--- config.mk ---
export PLATFORM = sky130hd
export DESIGN_NAME = gen_cnt_mc
export DESIGN_NICKNAME = d
export VERILOG_FILES = /design/src/rtl/gen_cnt_pkg.sv /design/src/rtl/gen_cnt_ch.sv /design/src/rtl/gen_cnt_mc.sv
export SDC_FILE = /design/constraint.sdc
export NUM_CORES = 1
export LEC_CHECK = 0
export CORE_UTILIZATION = 55
export CTS_CLUSTER_DIAMETER = 120
export DETAILED_ROUTE_END_ITERATION = 16
export PLACE_DENSITY = 0.79
export SYNTH_ARGS = -nofsm -noshare
export SYNTH_HDL_FRONTEND = slang
export SYNTH_SLANG_ARGS = --single-unit
export TNS_END_PERCENT = 1
--- constraint.sdc ---
create_clock -name clk -period 5.33 [get_ports clk]
set_input_delay 1.066 -clock clk [delete_from_list [all_inputs] [get_ports clk]]
set_output_delay 1.066 -clock clk [all_outputs]
set_load 0.02 [all_outputs]
--- src/rtl/gen_cnt_pkg.sv ---
// Shared types and next-count arithmetic for the gen_cnt counter family.
// The arithmetic runs one bit wider than the largest supported count width.
package gen_cnt_pkg;

    typedef enum logic [0:0] {CNT_MODE_WRAP, CNT_MODE_SAT} cnt_mode_t;

    localparam int CNT_W_DEFAULT = 4;
    localparam int CNT_W_MAX     = 32;

    typedef logic [CNT_W_MAX:0] cnt_wide_t;

    typedef struct packed {
        cnt_wide_t cnt;
        logic      ovf;
        logic      unf;
    } cnt_res_t;

    function automatic cnt_res_t cnt_next(
        input cnt_wide_t count,
        input cnt_wide_t step,
        input cnt_wide_t lim,
        input cnt_mode_t mode,
        input logic      up
    );
        cnt_res_t  res;
        cnt_wide_t span;
        cnt_wide_t sum;
        res.cnt = count;
        res.ovf = 1'b0;
        res.unf = 1'b0;
        span    = lim + cnt_wide_t'(1);
        sum     = count + step;
        if (step != '0) begin
            if (up) begin
                // A count stranded above a lowered limit always counts as an overflow.
                if (count > lim) begin
                    res.cnt = (mode == CNT_MODE_SAT) ? lim : '0;
                    res.ovf = 1'b1;
                end else if (sum > lim) begin
                    if (mode == CNT_MODE_SAT) begin
                        res.cnt = lim;
                        res.ovf = (count != lim);
                    end else begin
                        res.cnt = sum - span;
                        res.ovf = 1'b1;
                    end
                end else begin
                    res.cnt = sum;
                end
            end else begin
                if (count >= step) begin
                    res.cnt = count - step;
                end else if (mode == CNT_MODE_SAT) begin
                    res.cnt = '0;
                    res.unf = (count != '0);
                end else begin
                    res.cnt = count + span - step;
                    res.unf = 1'b1;
                end
            end
        end
        return res;
    endfunction

endpackage

--- src/rtl/gen_cnt_ch.sv ---
// One counter channel: clear/load/step priority, registered count and event pulses.
// GEN_CNT_MC_STICKY_EN adds sticky overflow/underflow flags.
module gen_cnt_ch
    import gen_cnt_pkg::*;
#(
    parameter int CNT_W = CNT_W_DEFAULT
) (
    input  logic             clk,
    input  logic             rst_n,
    input  cnt_mode_t        mode,
    input  logic [CNT_W-1:0] lim,
    input  logic [CNT_W-1:0] step,
    input  logic             inc,
    input  logic             dec,
    input  logic             clr,
    input  logic             ld,
    input  logic [CNT_W-1:0] ld_val,
`ifdef GEN_CNT_MC_STICKY_EN
    input  logic             sticky_clr,
    output logic             ovf_stky,
    output logic             unf_stky,
`endif
    output logic [CNT_W-1:0] count,
    output logic             ovf,
    output logic             unf,
    output logic             at_lim,
    output logic             at_zero
);

    logic [CNT_W-1:0] count_q, count_d;
    logic             ovf_q, ovf_d;
    logic             unf_q, unf_d;
    cnt_res_t         res;

    assign res = cnt_next(cnt_wide_t'(count_q), cnt_wide_t'(step), cnt_wide_t'(lim), mode, inc);

    always_comb begin
        count_d = count_q;
        ovf_d   = 1'b0;
        unf_d   = 1'b0;
        if (clr) begin
            count_d = '0;
        end else if (ld) begin
            count_d = (ld_val > lim) ? lim : ld_val;
        end else if (inc ^ dec) begin
            // Only an illegal step can push the result past the count width; pin it to lim.
            count_d = (|res.cnt[CNT_W_MAX:CNT_W]) ? lim : res.cnt[CNT_W-1:0];
            ovf_d   = res.ovf;
            unf_d   = res.unf;
        end
    end

    always_ff @(posedge clk) begin
        if (!rst_n) begin
            count_q <= '0;
            ovf_q   <= 1'b0;
            unf_q   <= 1'b0;
        end else begin
            count_q <= count_d;
            ovf_q   <= ovf_d;
            unf_q   <= unf_d;
        end
    end

`ifdef GEN_CNT_MC_STICKY_EN
    logic ovf_stky_q, ovf_stky_d;
    logic unf_stky_q, unf_stky_d;

    always_comb begin
        ovf_stky_d = ovf_d | (ovf_stky_q & ~sticky_clr);
        unf_stky_d = unf_d | (unf_stky_q & ~sticky_clr);
    end

    always_ff @(posedge clk) begin
        if (!rst_n) begin
            ovf_stky_q <= 1'b0;
            unf_stky_q <= 1'b0;
        end else begin
            ovf_stky_q <= ovf_stky_d;
            unf_stky_q <= unf_stky_d;
        end
    end

    assign ovf_stky = ovf_stky_q;
    assign unf_stky = unf_stky_q;
`endif

    assign count   = count_q;
    assign ovf     = ovf_q;
    assign unf     = unf_q;
    assign at_lim  = (count_q == lim);
    assign at_zero = (count_q == '0);

endmodule

--- src/rtl/gen_cnt_mc.sv ---
// Multi-channel up/down counter bank sharing one limit/step/mode configuration.
// GEN_CNT_MC_STICKY_EN adds sticky_clr, ovf_stky and unf_stky.
module gen_cnt_mc
    import gen_cnt_pkg::*;
#(
    parameter int CNT_W = CNT_W_DEFAULT,
    parameter int NCH   = 2
) (
    input  logic                 clk,
    input  logic                 rst_n,
    input  logic                 mode,
    input  logic [CNT_W-1:0]     lim,
    input  logic [CNT_W-1:0]     step,
    input  logic [NCH-1:0]       inc,
    input  logic [NCH-1:0]       dec,
    input  logic [NCH-1:0]       clr,
    input  logic [NCH-1:0]       ld,
    input  logic [NCH*CNT_W-1:0] ld_val,
`ifdef GEN_CNT_MC_STICKY_EN
    input  logic [NCH-1:0]       sticky_clr,
    output logic [NCH-1:0]       ovf_stky,
    output logic [NCH-1:0]       unf_stky,
`endif
    output logic [NCH*CNT_W-1:0] count,
    output logic [NCH-1:0]       ovf,
    output logic [NCH-1:0]       unf,
    output logic [NCH-1:0]       at_lim,
    output logic [NCH-1:0]       at_zero
);

    cnt_mode_t mode_e;

    assign mode_e = cnt_mode_t'(mode);

    for (genvar i = 0; i < NCH; i++) begin : g_ch
        gen_cnt_ch #(
            .CNT_W (CNT_W)
        ) u_ch (
            .clk        (clk),
            .rst_n      (rst_n),
            .mode       (mode_e),
            .lim        (lim),
            .step       (step),
            .inc        (inc[i]),
            .dec        (dec[i]),
            .clr        (clr[i]),
            .ld         (ld[i]),
            .ld_val     (ld_val[i*CNT_W +: CNT_W]),
`ifdef GEN_CNT_MC_STICKY_EN
            .sticky_clr (sticky_clr[i]),
            .ovf_stky   (ovf_stky[i]),
            .unf_stky   (unf_stky[i]),
`endif
            .count      (count[i*CNT_W +: CNT_W]),
            .ovf        (ovf[i]),
            .unf        (unf[i]),
            .at_lim     (at_lim[i]),
            .at_zero    (at_zero[i])
        );
    end

endmodule

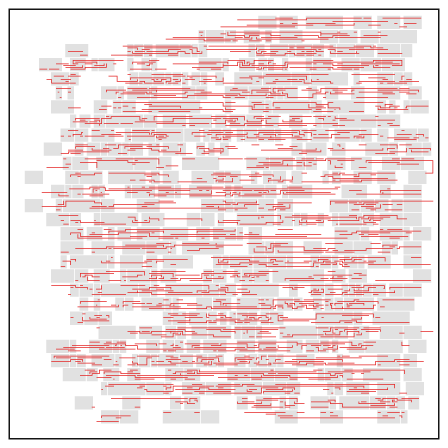
Figure 1: signal wires on met1.
main direction: horizontal
nets with wire on the layer: 532
share of all routed wire: 45%
longest straight run: 44.2 um
wire length on this layer: 4510 um

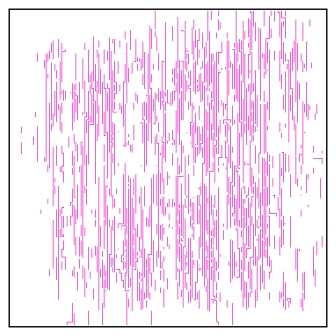
Figure 2: metal 2.
share of all routed wire: 45%
main direction: vertical
longest straight run: 36.5 um
wire length on this layer: 4550 um
nets with wire on the layer: 497

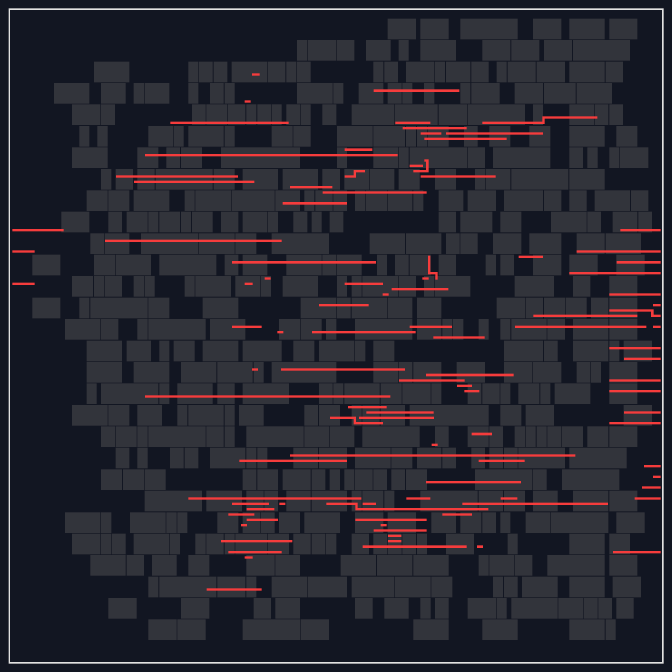
Figure 3: met3 routing.
share of all routed wire: 7.1%
longest straight run: 35.9 um
nets with wire on the layer: 70
wire length on this layer: 717 um
main direction: horizontal

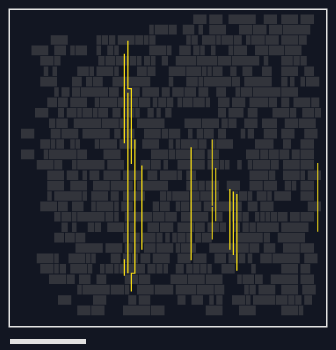
Figure 4: M4 wires.
Bar = 20 um.
share of all routed wire: 3.0%
nets with wire on the layer: 14
main direction: vertical
wire length on this layer: 307 um

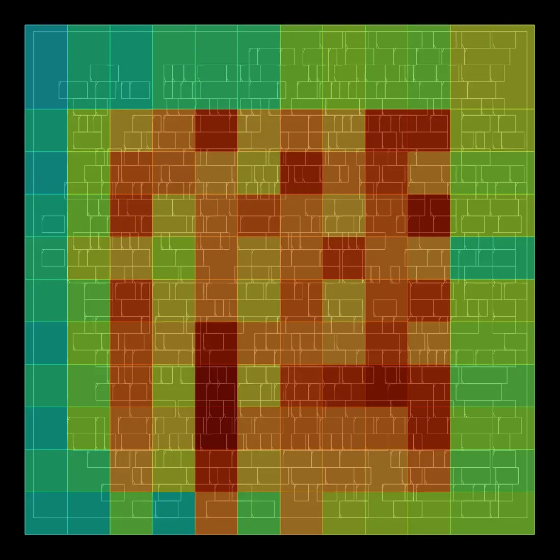
Figure 5: congestion heat map.
met3 Use GR: 0.0374
GR Util met2: 0.520

==> run_results.csv <==
group,metric,value,unit
die,core-area,6310,sq um
synthesis,top_cell,"ha_1",
timing,setup_viol,0,
layout,drive_gt1_frac,0.0825,
timing,final_max_slew_viol_count,0,
die,die.size.y,82.6,um
layout,final_cells,550,
route,drt_first_pass_iters,8,
synthesis,area_leaders,"ha_1 24%, fa_1 7.8%, dfxtp_1 6.7%",
setup_path,r2r.worst_path.cells,14,
timing,rsz0062_at_grt,"no",
global_route,grt_usage,0.315,
pwr,pwr-share-comb,0.767,
synthesis,ys_seq_share,0.0672,
setup_path,crit_type,"in -> reg",
setup_path,path_delay_family,"AND-OR/OR-AND gates",
synthesis,mux_share,0.0346,
outcome,status,"finished clean",
place,dp_worst_setup_slack,0.150,ns
setup_path,worstSetupStartpointType,"input port",
clock_network,cts.sinks,12,
die,die_area,6830,sq um
synthesis,synth.distinct_cells,78,
layout,area.sequential,240,sq um
die,fp_util,0.567,
die,chipWidth,82.6,um
setup_path,worst-path-buf-inv,4,
pwr,pwr-share-seq,0.133,
place,place.gp.congestion,0.984,
synthesis,top_area_frac,0.241,
setup_path,rr_startpoint,"g_ch[0].u_ch.count[1]",
timing,slew_headroom,0.398,
place,dpl_cell_area,4060,sq um
route,drt_iter0_markers,330,
global_route,grt_antenna_before_repair,0,
setup_path,crit_slowest_cell,"clkdlybuf4s50_1",
setup_path,regToRegSetupSlack,1.27,ns
synthesis,synthArstFlopShare,0,
run,cap_violations,0,
layout,final_cell_mix,"69 x ha_1, 48 x inv_1, 42 x clkdlybuf4s50_1, 25 x o21ai_0, 25 x nand2_1",
synthesis,ys_chip_area,3580,sq um
synthesis,ys_sh_aoi,0.263,
synthesis,xor_share,0.0507,
pwr,p_int,0.429,mW
clock_network,path_clk_slew,0.05,ns
synthesis,yosys-top-cells-count,"69 x ha_1, 48 x inv_1, 25 x nand2_1, 25 x o21ai_0",
setup_path,cpPeakStageDelay,0.48,ns
synthesis,yosys_cells,434,
clock_network,hold_buffers,0,
clock_network,cts_setup_buffers,0,
timing,min_period,5.03,ns
synthesis,simple_gate_share,0.176,
route,via_per_inst,6.39,
route,route.vias.total,3514,
layout,antenna_cells,0,
clock_network,post_cts_resized,0,
layout,area_delta_synth_final,14.7,%
route,postRouteAntennaNets,0,
timing,finalClockSkew,0.000563,ns
clock_network,clock_tree.buffer_depth,2,
synthesis,synthesis.area,3580,sq um
worst_hold_path,holdPathStages,2,
synthesis,adder_share,0.320,
die,io_pins,43,
synthesis,ff_type,"dfxtp_1",
pwr,p_leak,1.83,nW
[cell type report]
cell class,instances,share of cell area
Clock buffer,3,0.0101
Inverter,50,0.0457
Multi-Input combinational cell,353,0.736
Sequential cell,12,0.0585
Tap cell,77,0.0235
Timing Repair Buffer,55,0.126
[per-layer routing]
metal	global-route usage	part of all wire	wire [um]	vias to the layer above
li1	-	-	-	1666
met1	0.417	0.45	4510	1653
met2	0.520	0.45	4550	162
met3	0.0374	0.071	716	33
met4	0.121	0.030	306	0
met5	0	0	0	-
[state kept, by name, summed over array words and instances (netlist names)]
name / count
g_ch.u_ch.unf: 2
g_ch.u_ch.ovf: 2
g_ch.u_ch.count: 8
[worst max path at each step]
| stage | slack, ns | end | cells after the start | from |
|---|---|---|---|---|
| final | 0.30 | g_ch[1].u_ch.count[2] | 17 | step[1] |
| after global placement | 0.23 | g_ch[1].u_ch.count[0] | 17 | step[1] |
| after CTS | 0.39 | g_ch[1].u_ch.count[2] | 17 | step[1] |
| after floorplan | 0.91 | g_ch[0].u_ch.count[3] | 15 | step[1] |
| after detailed placement | 0.15 | g_ch[1].u_ch.count[2] | 17 | step[1] |
| after global routing | 0.002 | g_ch[1].u_ch.count[2] | 17 | step[1] |
[power by group through the flow]
stage	combinational [mW]	clock (mW)	sequential [mW]
floorplan	0.468	0	0.111
global placement	0.602	0	0.111
detailed placement	0.622	0	0.111
CTS	0.626	0.0835	0.109
global route	0.709	0.0867	0.111
finish	0.636	0.0827	0.110
[through the flow]
step | hold slack, ns | total power, mW | util
finish | 0.662 | 0.828 | 0.650
global route | 0.652 | 0.906 | 0.650
CTS | 0.648 | 0.819 | 0.650
detailed placement | 0.642 | 0.733 | 0.643
global placement | 0.614 | 0.714 | 0.643
floorplan | 0.612 | 0.579 | -
Power is estimated from default activity; no workload was simulated.
